### src/rtl/micro_sequencer_if.sv
// Bundle between the micro-sequencer and its environment: next-state return path,
// flag/memory/programming inputs and the decoded current-microword fields.
interface micro_sequencer_if #(
  parameter int CTRL_W = 24,
  parameter int MW_W   = CTRL_W + 13
);
  logic [5:0]        next_addr;
  logic [3:0]        alu_flags;
  logic              mem_ready;
  logic              resume;
  logic              prog_we;
  logic [5:0]        prog_addr;
  logic [MW_W-1:0]   prog_data;
  logic [5:0]        upc;
  logic [1:0]        next_sel_type;
  logic [5:0]        direct_branch;
  logic [5:0]        seq_branch;
  logic [CTRL_W-1:0] ctrl;
  logic [3:0]        cond_flag;
  logic              stall;
  logic              halted;

  modport slave (
    input  next_addr, alu_flags, mem_ready, resume, prog_we, prog_addr, prog_data,
    output upc, next_sel_type, direct_branch, seq_branch, ctrl, cond_flag, stall, halted
  );

  modport master (
    output next_addr, alu_flags, mem_ready, resume, prog_we, prog_addr, prog_data,
    input  upc, next_sel_type, direct_branch, seq_branch, ctrl, cond_flag, stall, halted
  );
endinterface

### src/rtl/micro_sequencer.sv
// Micro-program counter, 64-entry writable control store, condition flags and RUN/HALT control.
// Define MICRO_CALL_EN to add the one-entry call/return register.
module micro_sequencer #(
  parameter int CTRL_W     = 24,
  parameter int RESET_ADDR = 0,
  parameter int MW_W       = CTRL_W + 13
) (
  input logic             clk,
  input logic             reset,
  micro_sequencer_if.slave bus
);

  typedef enum logic {RUN = 1'b0, HALT = 1'b1} state_t;

  state_t            state;
  logic [5:0]        upc_reg;
  logic [3:0]        cond_reg;
  logic              halted_reg;
  logic [MW_W-1:0]   store [64];

  logic              halt_bit;
  logic              flag_load;
  logic              wait_mem;
  logic [5:0]        seq_addr;
  logic              stall_now;

  // Microword layout MSB->LSB: halt, flag_load, wait_mem, call, ret, next_sel(2), direct(6), ctrl
  assign halt_bit  = store[upc_reg][MW_W-1];
  assign flag_load = store[upc_reg][MW_W-2];
  assign wait_mem  = store[upc_reg][MW_W-3];
  assign seq_addr  = upc_reg + 6'd1;
  assign stall_now = wait_mem & ~bus.mem_ready & (state == RUN);

  assign bus.upc           = upc_reg;
  assign bus.next_sel_type = store[upc_reg][CTRL_W+7:CTRL_W+6];
  assign bus.direct_branch = store[upc_reg][CTRL_W+5:CTRL_W];
  assign bus.seq_branch    = seq_addr;
  assign bus.ctrl          = store[upc_reg][CTRL_W-1:0];
  assign bus.cond_flag     = cond_reg;
  assign bus.stall         = stall_now;
  assign bus.halted        = halted_reg;

`ifdef MICRO_CALL_EN
  logic       call_bit;
  logic       ret_bit;
  logic [5:0] ret_addr;
  assign call_bit = store[upc_reg][MW_W-4];
  assign ret_bit  = store[upc_reg][MW_W-5];
`endif

  // Programming is only accepted while halted, so the running program never changes under itself.
  always_ff @(posedge clk) begin
    if (!reset && state == HALT && bus.prog_we) begin
      store[bus.prog_addr] <= bus.prog_data;
    end
  end

  always_ff @(posedge clk) begin
    if (reset) begin
      state      <= RUN;
      upc_reg    <= 6'(RESET_ADDR);
      cond_reg   <= 4'd0;
      halted_reg <= 1'b0;
`ifdef MICRO_CALL_EN
      ret_addr   <= 6'd0;
`endif
    end else begin
      case (state)
        RUN: begin
          if (!stall_now) begin
            if (flag_load) begin
              cond_reg <= bus.alu_flags;
            end
            if (halt_bit) begin
              state      <= HALT;
              halted_reg <= 1'b1;
            end else begin
`ifdef MICRO_CALL_EN
              upc_reg <= ret_bit ? ret_addr : bus.next_addr;
              if (call_bit) begin
                ret_addr <= seq_addr;
              end
`else
              upc_reg <= bus.next_addr;
`endif
            end
          end
        end
        HALT: begin
          // The held word's halt bit is not looked at here, so resume always leaves HALT.
          if (bus.resume) begin
            upc_reg    <= bus.next_addr;
            state      <= RUN;
            halted_reg <= 1'b0;
          end
        end
        default: begin
          state <= RUN;
        end
      endcase
    end
  end

endmodule

### src/flat_wrapper.sv
// flat-port wrapper written by rule: the top's interface ports become plain ports
module micro_sequencer_flat 
#(
  parameter int CTRL_W     = 24,
  parameter int RESET_ADDR = 0,
  parameter int MW_W       = CTRL_W + 13
)
  (clk, reset, bus_next_addr, bus_alu_flags, bus_mem_ready, bus_resume, bus_prog_we, bus_prog_addr, bus_prog_data, bus_upc, bus_next_sel_type, bus_direct_branch, bus_seq_branch, bus_ctrl, bus_cond_flag, bus_stall, bus_halted);
  micro_sequencer_if #(.CTRL_W(CTRL_W), .MW_W(MW_W)) bus_i ();
  input logic clk;
  input logic reset;
  input wire logic [$bits(bus_i.next_addr)-1:0] bus_next_addr;
  input wire logic [$bits(bus_i.alu_flags)-1:0] bus_alu_flags;
  input wire logic [$bits(bus_i.mem_ready)-1:0] bus_mem_ready;
  input wire logic [$bits(bus_i.resume)-1:0] bus_resume;
  input wire logic [$bits(bus_i.prog_we)-1:0] bus_prog_we;
  input wire logic [$bits(bus_i.prog_addr)-1:0] bus_prog_addr;
  input wire logic [$bits(bus_i.prog_data)-1:0] bus_prog_data;
  output wire logic [$bits(bus_i.upc)-1:0] bus_upc;
  output wire logic [$bits(bus_i.next_sel_type)-1:0] bus_next_sel_type;
  output wire logic [$bits(bus_i.direct_branch)-1:0] bus_direct_branch;
  output wire logic [$bits(bus_i.seq_branch)-1:0] bus_seq_branch;
  output wire logic [$bits(bus_i.ctrl)-1:0] bus_ctrl;
  output wire logic [$bits(bus_i.cond_flag)-1:0] bus_cond_flag;
  output wire logic [$bits(bus_i.stall)-1:0] bus_stall;
  output wire logic [$bits(bus_i.halted)-1:0] bus_halted;
  assign bus_i.next_addr = bus_next_addr;
  assign bus_i.alu_flags = bus_alu_flags;
  assign bus_i.mem_ready = bus_mem_ready;
  assign bus_i.resume = bus_resume;
  assign bus_i.prog_we = bus_prog_we;
  assign bus_i.prog_addr = bus_prog_addr;
  assign bus_i.prog_data = bus_prog_data;
  assign bus_upc = bus_i.upc;
  assign bus_next_sel_type = bus_i.next_sel_type;
  assign bus_direct_branch = bus_i.direct_branch;
  assign bus_seq_branch = bus_i.seq_branch;
  assign bus_ctrl = bus_i.ctrl;
  assign bus_cond_flag = bus_i.cond_flag;
  assign bus_stall = bus_i.stall;
  assign bus_halted = bus_i.halted;
  micro_sequencer #(.CTRL_W(CTRL_W), .RESET_ADDR(RESET_ADDR), .MW_W(MW_W)) u_core (.clk(clk), .reset(reset), .bus(bus_i));
endmodule
### config.mk
export PLATFORM = sky130hd
export DESIGN_NAME = micro_sequencer_flat
export DESIGN_NICKNAME = d
export VERILOG_FILES = /design/src/rtl/micro_sequencer_if.sv /design/src/rtl/micro_sequencer.sv /design/src/flat_wrapper.sv
export SDC_FILE = /design/constraint.sdc
export NUM_CORES = 2
export LEC_CHECK = 0
export CAP_MARGIN = 20
export CORE_UTILIZATION = 50
export DETAILED_ROUTE_END_ITERATION = 7
export GPL_ROUTABILITY_DRIVEN = 0
export GPL_TIMING_DRIVEN = 0
export HOLD_SLACK_MARGIN = 0.06
export PLACE_DENSITY = 0.67
export SYNTH_ARGS = -nofsm -noshare
export SYNTH_HDL_FRONTEND = slang
export SYNTH_SLANG_ARGS = --single-unit
### constraint.sdc
create_clock -name clk -period 4.65 [get_ports clk]
set_input_delay 1.1625 -clock clk [delete_from_list [all_inputs] [get_ports clk]]
set_output_delay 1.1625 -clock clk [all_outputs]
set_load 0.02 [all_outputs]
==> results_dict.tcl <==
# place-and-route summary
set metrics [dict create \
    area_delta_synth_final_pct 18.6 \
    first_global_vias 41200 \
    synth_seq_share 0.785 \
    critPathLaunchType "flop" \
    ys_cells 3465 \
    violations "setup timing" \
    outcome "finished with violations" \
    ff_type "edfxtp_1" \
    drc 0 \
    rsz0062_at_grt "true" \
    drive_above_1_share 0.363 \
    cp.required_ns 3.49 \
    worstSetupPathType "reg2out" \
    lay_top_count "edfxtp_1" \
    worst_slack_ns -0.358 \
    fp_util 0.506 \
    seq_area_um2 67600 \
    die_w_um 417 \
    worst_hold_slack_ns 0.472 \
    setup-violations-final 32 \
    grt_max_degree 65 \
    placed_cells 5986 \
    ys_chip_area_um2 86100 \
    cpPeakStageDelay_ns 0.55 \
    common_cells "edfxtp_1 (2240), mux4_2 (687), nand2_1 (76), clkbuf_1 (72), nor2_1 (70)" \
    io_pins 108 \
    slew_headroom 0.261 \
    mostFrequentLayoutCells "edfxtp_1 (2240), mux4_2 (687), clkbuf_16 (221), buf_12 (140), clkbuf_1 (74)" \
    path_max_fanout 10 \
]
-- timing repair --
action | in CTS | in global routing
buffers inserted | 32 | 40
gates cloned | 14 | 3
pin swaps | 0 | 4
gates resized | 643 | 34
endpoints found under the setup margin | 33 | 33
-- kinds of logic after synthesis --
family,Yosys count,synth area share
buffers and inverters,185,0.0110
adders and majority gates,1,0.000145
AOI/OAI and AO/OA,51,0.00439
DFF,2258,0.785
and+or+nand+nor,217,0.0116
muxes,749,0.187
xor gates and xnor gates,4,0.000407
-- worst reg2reg max path, delay by kind of cell, from the launching register on --
family	cells	cell delay, ns
buffers and inverters	1	0.29
flip-flops	1	0.41
AND/OR/NAND/NOR	3	2.84
-- area by class of cell --
class	instances	share of cell area
diodes	4	0.0000980
clock buffers	274	0.0556
clock inverters	118	0.00931
repair buffers	311	0.0446
flip-flops and latches	2258	0.662
multi-input cells	1022	0.178
inverters	4	0.000147
plain buffers	180	0.0219
well taps	2295	0.0281
-- metal layers --
layer / track usage / part of all wire
met3: 0.0580 / 0.11
met1: 0.381 / 0.37
met4: 0.106 / 0.039
met5: 0 / 0.00025
met2: 0.426 / 0.48
-- final timing paths --
check	depth (start not counted)	endpoint	slack, ns
worst min register to register	2	u_core.bus.halted$_SDFFE_PP0P_	0.47
worst max register to register	4	u_core.store[43][10]$_DFFE_PP_	0.73
worst max-delay path	9	bus_ctrl[21]	-0.36
worst min-delay path	2	u_core.bus.halted$_SDFFE_PP0P_	0.47
-- power breakdown --
part           internal (mW)  leakage [nW]  total [mW]  switching (mW)
clock network           9.22          3.24        16.7            7.47
logic                   6.59          7.83        13.8            7.22
registers               22.4          20.3        22.5           0.102
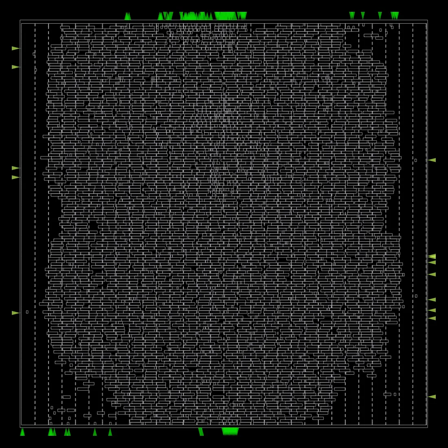
placement.png
floorplan core area: 170000 um^2
Fillers: 11400
fraction of area in registers: 0.662
flop count: 2258

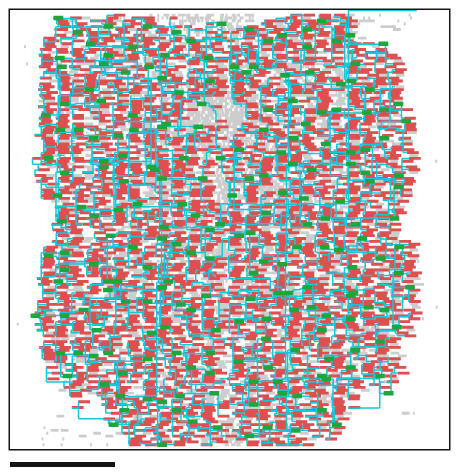
clk_routes.png
The bar under the picture is 100 um long.
Key: red = flip-flops [count 2258]; cyan = clock wires [length 24.0 mm]; green = clock drivers [count 214]
Position of the flops: spread over the die. There are 215 routed clock nets.
Clock power frac: 0.315
skew final: 0.0423 ns

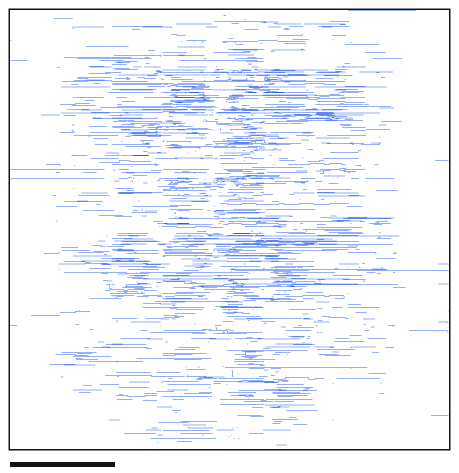
layer_met3.png
The bar under the picture is 100 um long.
The layer carries 24.9 mm of wire. The longest straight run is 196 um.

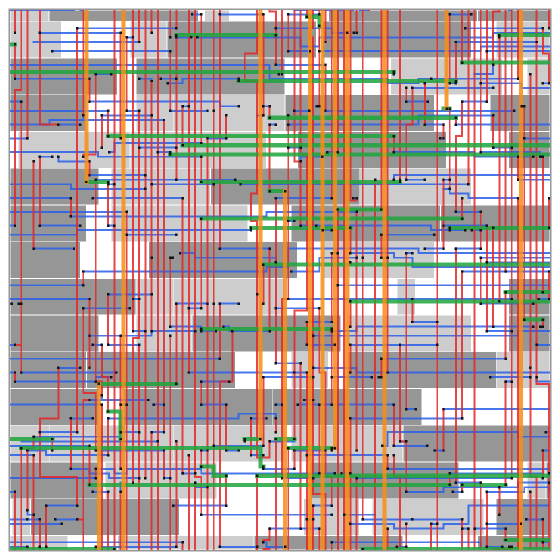
detail.png
Region (188, 105) to (228, 145) um. Cells in gray, sequential cells in the stronger gray; small squares are vias.
Key: green = metal 3; blue = metal 1; red = metal 2; orange = metal 4
Sequential cells in the window: 26. 50 logic cells have their middle in the window. Most frequent: edfxtp_1 (26), mux4_2 (10), buf_4 (4). Netlist names of flops here include `u_core.store` (26).

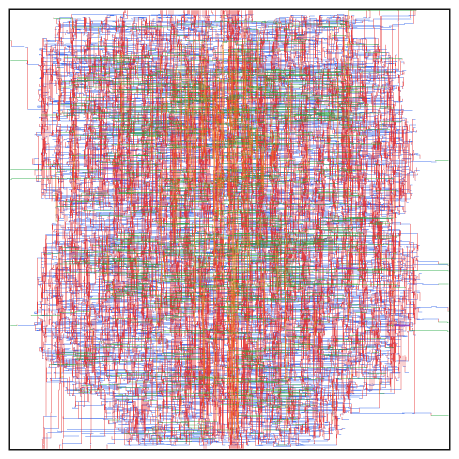
wires.png
Key: blue = metal 1 [wire length 88.4 mm]; purple = metal 5 [wire length 59.8 um]; orange = metal 4 [wire length 9200 um]; green = metal 3 [wire length 24.9 mm]; red = metal 2 [wire length 113 mm]
Vias: 42100
final wirelength: 236000 um
WL/cell: 36.5 um
GRT Util Overall: 0.273

Power figures rest on the tool's default switching activity, not on a simulated workload.
